===== config.mk =====
export PLATFORM = sky130hd
export DESIGN_NAME = char_flush_fsm
export DESIGN_NICKNAME = d
export VERILOG_FILES = /design/src/rtl/char_flush_fsm.sv
export SDC_FILE = /design/constraint.sdc
export NUM_CORES = 1
export LEC_CHECK = 0
export CAP_MARGIN = 20
export CELL_PAD_IN_SITES_DETAIL_PLACEMENT = 1
export CELL_PAD_IN_SITES_GLOBAL_PLACEMENT = 1
export CORE_MARGIN = 4
export CORE_UTILIZATION = 40
export CTS_CLUSTER_SIZE = 28
export DETAILED_ROUTE_END_ITERATION = 12
export GPL_TIMING_DRIVEN = 0
export PLACE_DENSITY_LB_ADDON = 0.12
export SYNTH_ARGS = -nofsm -noshare
export SYNTH_HDL_FRONTEND = slang
export SYNTH_SLANG_ARGS = --single-unit

===== constraint.sdc =====
create_clock -name clk -period 3.6 [get_ports clk]
set_input_delay 0.54 -clock clk [delete_from_list [all_inputs] [get_ports clk]]
set_output_delay 0.54 -clock clk [all_outputs]
set_load 0.05 [all_outputs]

===== src/rtl/char_flush_fsm.sv =====
// Character cell scanner: walks a CHAR_W x CHAR_H cell row-major, presents
// each pixel coordinate to the glyph LUT and turns the LUT answer into a
// registered plot write one cycle later.
module char_flush_fsm #(
  parameter int unsigned CHAR_W      = 10,
  parameter int unsigned CHAR_H      = 10,
  parameter bit          TRANSPARENT = 1'b1,
  parameter logic [5:0]  BG_COLOUR   = 6'b000000
) (
  input  logic       clk,
  input  logic       reset,
  input  logic       start,
  input  logic [7:0] char_x,
  input  logic [7:0] char_y,
  input  logic       glyph_enable,
  input  logic [5:0] glyph_colour,
  output logic [7:0] flush_x,
  output logic [7:0] flush_y,
  output logic [7:0] vga_x,
  output logic [7:0] vga_y,
  output logic [5:0] vga_colour,
  output logic       vga_plot,
  output logic       busy,
  output logic       done
);

  localparam logic [3:0] ColLast = 4'(CHAR_W - 1);
  localparam logic [3:0] RowLast = 4'(CHAR_H - 1);

  typedef enum logic [1:0] {StIdle, StScan, StDone} state_e;

  state_e     state_q, state_d;
  logic [7:0] origin_x_q, origin_x_d;
  logic [7:0] origin_y_q, origin_y_d;
  logic [3:0] col_q, col_d;
  logic [3:0] row_q, row_d;
  logic [7:0] vga_x_q, vga_x_d;
  logic [7:0] vga_y_q, vga_y_d;
  logic [5:0] vga_colour_q, vga_colour_d;
  logic       vga_plot_q, vga_plot_d;

  // Coordinates wrap mod 256; the LUT subtracts mod 256 too, so offsets survive.
  assign flush_x = origin_x_q + {4'b0000, col_q};
  assign flush_y = origin_y_q + {4'b0000, row_q};

  assign vga_x      = vga_x_q;
  assign vga_y      = vga_y_q;
  assign vga_colour = vga_colour_q;
  assign vga_plot   = vga_plot_q;
  assign busy       = (state_q != StIdle);
  assign done       = (state_q == StDone);

  // State, origin, counters and plot registers; reset aborts any scan at once.
  always_ff @(posedge clk or posedge reset) begin
    if (reset) begin
      state_q      <= StIdle;
      origin_x_q   <= 8'd0;
      origin_y_q   <= 8'd0;
      col_q        <= 4'd0;
      row_q        <= 4'd0;
      vga_x_q      <= 8'd0;
      vga_y_q      <= 8'd0;
      vga_colour_q <= 6'd0;
      vga_plot_q   <= 1'b0;
    end else begin
      state_q      <= state_d;
      origin_x_q   <= origin_x_d;
      origin_y_q   <= origin_y_d;
      col_q        <= col_d;
      row_q        <= row_d;
      vga_x_q      <= vga_x_d;
      vga_y_q      <= vga_y_d;
      vga_colour_q <= vga_colour_d;
      vga_plot_q   <= vga_plot_d;
    end
  end

  // Next-state: accept start in idle, scan row-major, hold last pixel in done.
  always_comb begin
    state_d      = state_q;
    origin_x_d   = origin_x_q;
    origin_y_d   = origin_y_q;
    col_d        = col_q;
    row_d        = row_q;
    vga_x_d      = vga_x_q;
    vga_y_d      = vga_y_q;
    vga_colour_d = vga_colour_q;
    vga_plot_d   = vga_plot_q;

    case (state_q)
      StIdle: begin
        col_d      = 4'd0;
        row_d      = 4'd0;
        vga_plot_d = 1'b0;
        if (start) begin
          origin_x_d = char_x;
          origin_y_d = char_y;
          state_d    = StScan;
        end
      end
      StScan: begin
        vga_x_d      = flush_x;
        vga_y_d      = flush_y;
        vga_colour_d = glyph_enable ? glyph_colour : BG_COLOUR;
        vga_plot_d   = glyph_enable | !TRANSPARENT;
        if (col_q == ColLast) begin
          col_d = 4'd0;
          if (row_q == RowLast) begin
            row_d   = 4'd0;
            state_d = StDone;
          end else begin
            row_d = row_q + 4'd1;
          end
        end else begin
          col_d = col_q + 4'd1;
        end
      end
      StDone: begin
        // Last pixel stays visible for this cycle so done lines up with it.
        vga_plot_d = 1'b0;
        state_d    = StIdle;
      end
      default: state_d = StIdle;
    endcase
  end

endmodule


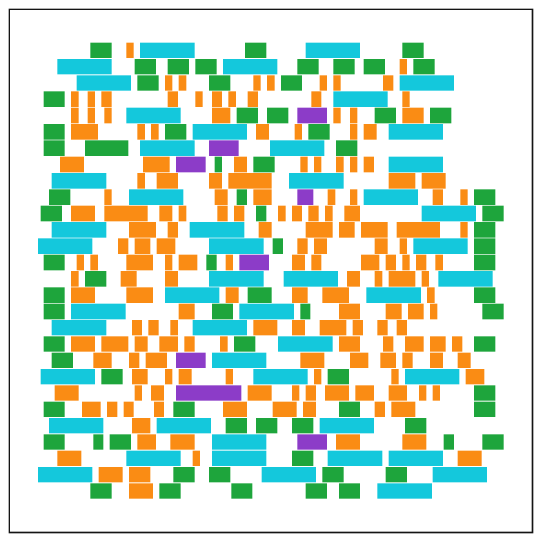
Figure 1: run 1, cell classes on the final placement.
Drawn at 6 px/micron.
| colour | class | cells | share of their area |
|---|---|---|---|
| green | other buffers and delay cells | 76 | 22% |
| orange | combinational and other logic | 178 | 37% |
| purple | clock drivers and dummy loads | 8 | 3.6% |
| cyan | flops | 49 | 37% |

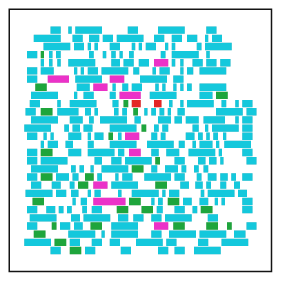
Figure 2: run 1, cells by drive strength.
Drawn at 3 px/micron.
| colour | size | cells | share |
|---|---|---|---|
| magenta | _6 and larger | 10 | 3.2% |
| cyan | _0 and _1 cells | 270 | 87% |
| green | _2 cells | 29 | 9.3% |
| red | _3 and _4 cells | 2 | 0.64% |

==> changes_impl.md, run 1 <==
### Physical design

* Unrepaired setup endpoints after global routing: false
* Outcome: finished clean
* Simple-Gate Area Share at 0.160
* Worst Path Max Fanout at 6
* Commonest flop: dfrtp_1
* Seq pwr share at 0.300
* Startpoint Class: flop
* Width of the die at 87.0 microns
* First-pass GRT wire length at 10.8 mm
* Register-to-Register Setup Slack at 1600 ps
* Max Cap Violations at 0
* Top cells by area: dfrtp_1 49%, mux2_2 8.6%, nand2_1 6.2%
* # clock sinks at 49
* Avg Synthesized Cell Area at 10.6 sq um
* Clock buffer depth at 2
* Critical Path Sink: flush_x[4]
* Vias at 1,999
* Chip area at 7560 sq um
* Setup CP Type: flop to primary output
* Setup violators final at 0
* 1st-iter DRT viols at 79
* Setup WS post-layout at 172 ps
* H-tree levels at 2
* Cell Type Count at 40
* Min-Delay Path Class: input pin to async pin
* Reg2Reg Depth at 6
* Minimum clock period at 3430 ps
* Pleak at 0.00154 uW
* Max-slew headroom at 0.638
* Routed wl met3 at 234 microns
* Syn nets at 276
* DRT Pass-1 Iters at 4
* Setup TNS at 0 ps
* Post-synth EDFFs at 0
* Slowest stage cell, crit path: clkdlybuf4s50_1
* GRT overflow at 0
* Total track usage at 0.184
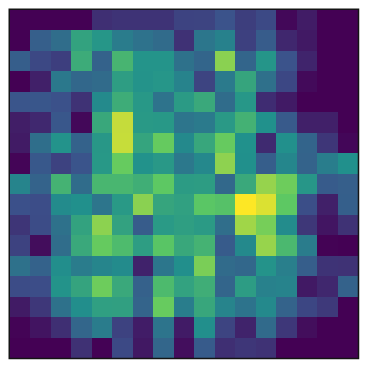
Figure 3: run 1, wire density map.
Drawn at 4 px/micron. 17 x 17 tiles, from dark purple (low) to yellow (high), scaled to the fullest tile. Values are wire area over tile area, all layers added.
fullest tile: 0.37
densest ninth of the die: centre
emptiest ninth of the die: north-east
tiles over half the peak: 30%
mean over tiles: 0.13
nearly empty tiles: 12%

## run 1: worst max-delay path: cells and delay by family, from the launching register on
family / cells / cell delay, ps
buffers and inverters: 2 / 880
adders and majority gates: 2 / 650
DFF: 1 / 460
and+or+nand+nor: 2 / 320
AOI/OAI and AO/OA: 1 / 160
xor gates and xnor gates: 1 / 110
## run 1: layout make-up
cell class                      instances  area share
Multi-Input combinational cell        168       0.348
Clock buffer                            6      0.0244
Tap cell                               75      0.0277
Inverter                               10      0.0111
Sequential cell                        49       0.362
Buffer                                  9      0.0148
Clock inverter                          2      0.0111
Timing Repair Buffer                   67       0.201
## run 1: state kept, by name, summed over array words and instances (netlist names)
signal	flops
row_q	4
vga_y	8
origin_x_q	8
col_q	4
vga_x	8
origin_y_q	8
vga_colour	6
vga_plot	1
state_q	2
Figure 4. Signal wires on met3 (run 1).
Drawn at 4 px/micron. Cells faint in the background.
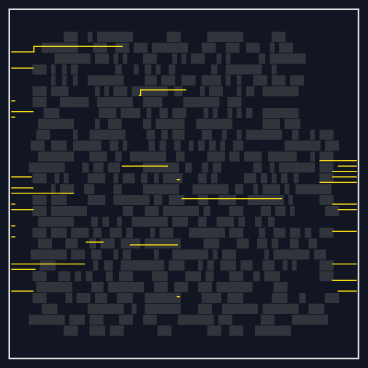

--- run 2 (diff from run 1) ---
--- a/config.mk
+++ b/config.mk
@@ -5,6 +5,7 @@
 export SDC_FILE = /design/constraint.sdc
 export NUM_CORES = 1
 export LEC_CHECK = 0
+export ABC_CLOCK_PERIOD_IN_PS = 3600
 export CAP_MARGIN = 20
 export CELL_PAD_IN_SITES_DETAIL_PLACEMENT = 1
 export CELL_PAD_IN_SITES_GLOBAL_PLACEMENT = 1
@@ -12,8 +13,8 @@
 export CORE_UTILIZATION = 40
 export CTS_CLUSTER_SIZE = 28
 export DETAILED_ROUTE_END_ITERATION = 12
-export GPL_TIMING_DRIVEN = 0
 export PLACE_DENSITY_LB_ADDON = 0.12
+export SLEW_MARGIN = 20
 export SYNTH_ARGS = -nofsm -noshare
 export SYNTH_HDL_FRONTEND = slang
 export SYNTH_SLANG_ARGS = --single-unit
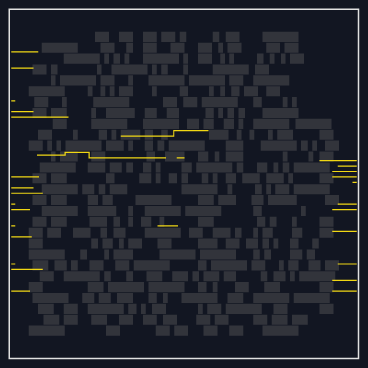
Figure 5: run 2, signal wires on met3.
Drawn at 4 px/micron. Cells faint in the background.
share of all routed wire: 3.3%
wire length on this layer: 196 microns
main direction: horizontal

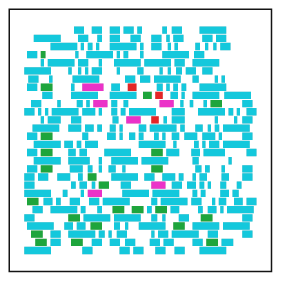
Figure 6: run 2, cells by drive strength.
Drawn at 3 px/micron.
| colour | size | cells | share | most used |
|---|---|---|---|---|
| magenta | _6 and larger | 6 | 2.0% | clkbuf_8 |
| cyan | _0 and _1 cells | 271 | 89% | clkdlybuf4s50_1 |
| green | _2 cells | 23 | 7.6% | mux2_2 |
| red | _3 and _4 cells | 3 | 0.99% | buf_4 |
Setup WS post-layout: 284 ps
P&R area growth vs syn: 32.2%
final instance area: 3300 sq um
nonclk buf count: 68

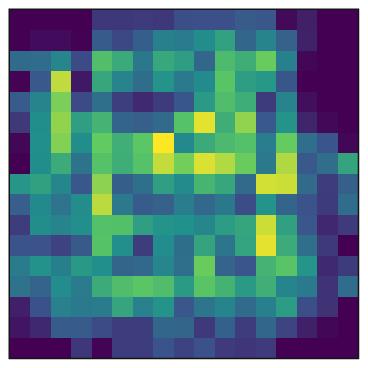
Figure 7: run 2, wire density map.
Drawn at 4 px/micron. 17 x 17 tiles, from dark purple (low) to yellow (high), scaled to the fullest tile. Values are wire area over tile area, all layers added.
nearly empty tiles: 12%
mean over tiles: 0.12
tiles over half the peak: 30%
fullest tile: 0.32
densest ninth of the die: centre

==> run 2 against run 1 <==
Count of clock-buffer cells in the layout grew 2. Clock skew shrank 5.5 ps. First-iteration DRC count shrank 11%. Synthesized area is the same. Setup slack gained 110 ps. Sequential share of layout area grew 1.0 points. Global-route usage shrank 1.9 points. Final cell count shrank 2.1%. Largest power group unchanged. Highest routed layer unchanged.
==> changes_impl.md, run 2 <==
### Physical design

* 1st-iter DRT viols at 70 (-11%)
* Setup violators final at 0 (unchanged)
* Cell Type Count at 40 (unchanged)
* Chip area at 7560 sq um (unchanged)
* Critical Path Sink: flush_y[4]
* Crit. path cell count at 6 (-2)
* Unrepaired setup endpoints after global routing: false
* Min-Delay Path Class: flop to flop
* Commonest flop: dfrtp_1
* Minimum clock period at 3320 ps (-112 ps)
* Max-slew headroom at 0.431 (-0.207)
* Outcome: finished clean
* Total track usage at 0.165 (-0.0186)
* Clock buffer depth at 2 (unchanged)
* CP delay by family, top: buffers and inverters
* Syn nets at 276 (unchanged)
* Max Cap Violations at 0 (unchanged)
* Top cells by area: dfrtp_1 49%, mux2_2 8.6%, nand2_1 6.2%
* Avg Synthesized Cell Area at 10.6 sq um (unchanged)
* # clock sinks at 49 (unchanged)
* Pleak at 0.00149 uW (-3.3%)
* Seq pwr share at 0.314 (+0.014)
* Setup CP Type: flop to primary output
* Post-synth EDFFs at 0 (unchanged)
* Width of the die at 87.0 microns (unchanged)
* Vias at 1,933 (-3.3%)
* GRT overflow at 0 (unchanged)
* CP bufs+invs at 1 (-1)
* First-pass GRT wire length at 9.83 mm (-9.1%)
* Reg2Reg Depth at 4 (-2)
* Register-to-Register Setup Slack at 1600 ps (about the same)
run 2: cell counts after synthesis:
No cell type changed its count.
run 2: final cells by class:
cell class,instances,area [sq um],share of cell area
Tap cell,75,93.8,0.0285
Sequential cell,49,1230,0.372
Clock buffer,8,80.1,0.0243
Inverter,10,38.8,0.0118
Multi-Input combinational cell,168,1180,0.359
Timing Repair Buffer,68,676,0.205
run 2: power groups by stage:
stage          clock (uW)  sequential, uW  combinational (uW)
2_1_floorplan           0            1010                 732
3_3_place_gp            0             785                1380
3_5_place_dp            0             794                1400
4_1_cts               328             784                1410
5_1_grt               359             804                1480
6_report              319             782                1390
run 2: routing by layer:
layer / up-vias / part of all wire
met5: - / 0
li1: 943 / -
met4: 0 / 0.0083
met3: 5 / 0.033
met2: 30 / 0.53
met1: 955 / 0.43
Figure 8. The clock network (run 2).
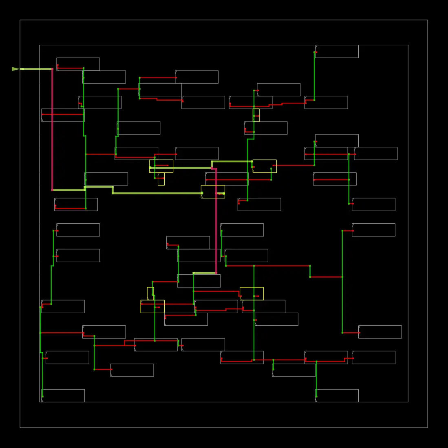

--- run 3 (diff from run 2) ---
--- a/config.mk
+++ b/config.mk
@@ -5,15 +5,16 @@
 export SDC_FILE = /design/constraint.sdc
 export NUM_CORES = 1
 export LEC_CHECK = 0
-export ABC_CLOCK_PERIOD_IN_PS = 3600
+export ABC_CLOCK_PERIOD_IN_PS = 3320
 export CAP_MARGIN = 20
 export CELL_PAD_IN_SITES_DETAIL_PLACEMENT = 1
 export CELL_PAD_IN_SITES_GLOBAL_PLACEMENT = 1
 export CORE_MARGIN = 4
-export CORE_UTILIZATION = 40
+export CORE_UTILIZATION = 37
 export CTS_CLUSTER_SIZE = 28
 export DETAILED_ROUTE_END_ITERATION = 12
-export PLACE_DENSITY_LB_ADDON = 0.12
+export GPL_TIMING_DRIVEN = 0
+export PLACE_DENSITY = 0.89
 export SLEW_MARGIN = 20
 export SYNTH_ARGS = -nofsm -noshare
 export SYNTH_HDL_FRONTEND = slang
==> constraint.sdc (replaced) <==
create_clock -name clk -period 3.32 [get_ports clk]
set_input_delay 0.498 -clock clk [delete_from_list [all_inputs] [get_ports clk]]
set_output_delay 0.498 -clock clk [all_outputs]
set_load 0.05 [all_outputs]
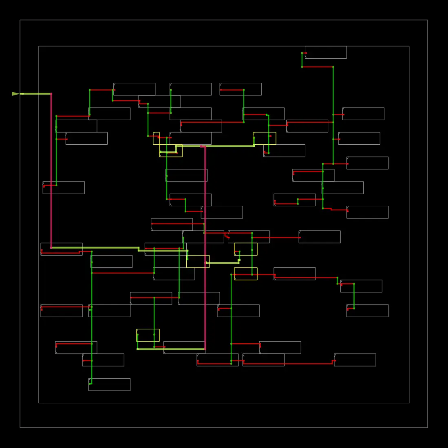
Figure 9: run 3, the clock network.
Flops: 49
CTS Buf Count: 5
Clk. pwr: 366 uW

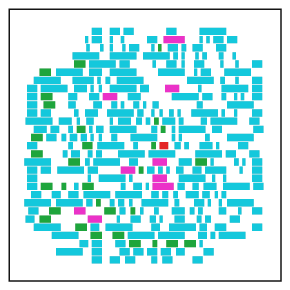
Figure 10: run 3, cells by drive strength.
Drawn at 3 px/micron.
| colour | size | cells | share | most used |
|---|---|---|---|---|
| green | _2 cells | 30 | 9.7% | mux2_2 |
| cyan | _0 and _1 cells | 270 | 87% | clkdlybuf4s50_1 |
| magenta | _6 and larger | 9 | 2.9% | clkbuf_8 |
| red | _3 and _4 cells | 1 | 0.32% | or2_4 |

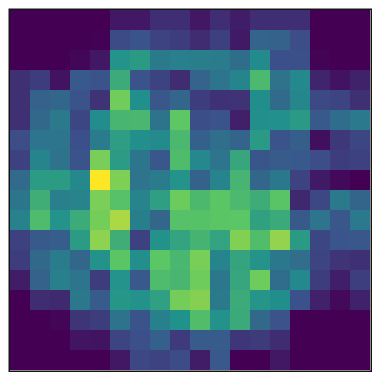
Figure 11: run 3, wire density map.
Drawn at 4 px/micron. 18 x 18 tiles, from dark purple (low) to yellow (high), scaled to the fullest tile. Values are wire area over tile area, all layers added.
mean over tiles: 0.13
fullest tile: 0.39
tiles over half the peak: 24%
Routed WL per cell: 16.8 microns
total track usage: 0.169
vias: 1,995

==> run 3 against run 2 <==
Synthesized cell count unchanged. Combinational power increased by 8%. Hold slack worse by 6.5 ps. Sequential share of layout area is 0.61 points lower. Sequential power is 8.7% higher. Sequential cell count unchanged. Register-to-register slack got worse by 310 ps. Critical path type unchanged. Largest power group unchanged. Highest routed layer unchanged.
==> changes_impl.md, run 3 <==
### Physical design

* Outcome: finished clean
* Clock buffer depth at 2 (unchanged)
* Routed wl met3 at 305 microns (+56%)
* Top cells by area: dfrtp_1 49%, mux2_2 8.6%, nand2_1 6.2%
* Avg Synthesized Cell Area at 10.6 sq um (unchanged)
* Sequential power at 850 uW (+8.7%)
* Setup violators final at 0 (unchanged)
* Register area at 1230 sq um (unchanged)
* First-pass GRT wire length at 11.2 mm (+14%)
* CP bufs+invs at 1 (unchanged)
* Setup WS post-layout at 136 ps (-148 ps)
* CP delay by family, top: buffers and inverters
* CTS tree: built
* 1st-iter DRT viols at 71 (+1.4%)
* P&R area growth vs syn at 34.4%
* # clock sinks at 49 (unchanged)
* Max-slew headroom at 0.645 (+0.214)
* Unrepaired setup endpoints after global routing: false
* Comb group at 1500 uW (+8%)
* Setup CP Type: flop to primary output
* Width of the die at 90.1 microns (+3.6%)
* Reg2Reg Depth at 7 (+3)
* Crit. path cell count at 6 (unchanged)
* Comb area at 1180 sq um (-0.21%)
* Cell Type Count at 40 (unchanged)
* Max Cap Violations at 0 (unchanged)
* GRT overflow at 0 (unchanged)
* Critical Path Sink: flush_y[7]
* Min-Delay Path Class: flop to flop
* Commonest flop: dfrtp_1
* Met2 wire len at 3.36 mm (+7.8%)
* Chip area at 8120 sq um (+7.4%)
* Seq pwr share at 0.313 (about the same)
* DR top layer: met4
* Pleak at 0.00155 uW (+3.7%)
* Syn nets at 276 (unchanged)
* Post-synth EDFFs at 0 (unchanged)
* Register-to-Register Setup Slack at 1290 ps (-310 ps)
* Final instance area at 3350 sq um (+1.7%)
* DRT Pass-1 Iters at 4
* Max power group: combinational cells
run 3: kinds of logic after synthesis:
| logic type | count (synthesis) | share of synthesized area |
|---|---|---|
| AND/OR/NAND/NOR | 83 | 0.160 |
| flip-flops | 49 | 0.492 |
| AND-OR/OR-AND | 39 | 0.104 |
| multiplexers | 22 | 0.0983 |
| buffers and inverters | 19 | 0.0351 |
| adder cells (fa/ha/maj) | 14 | 0.0763 |
| XOR/XNOR | 10 | 0.0351 |
run 3: layout make-up:
| type | count | share of cell area |
|---|---|---|
| inverter | 10 | 0.0112 |
| buffer | 9 | 0.0149 |
| tap | 77 | 0.0287 |
| timing repair buffer | 67 | 0.202 |
| sequential | 49 | 0.366 |
| clock buffer | 7 | 0.0258 |
| multi-input combinational | 168 | 0.352 |
Power is estimated from default activity; no workload was simulated.
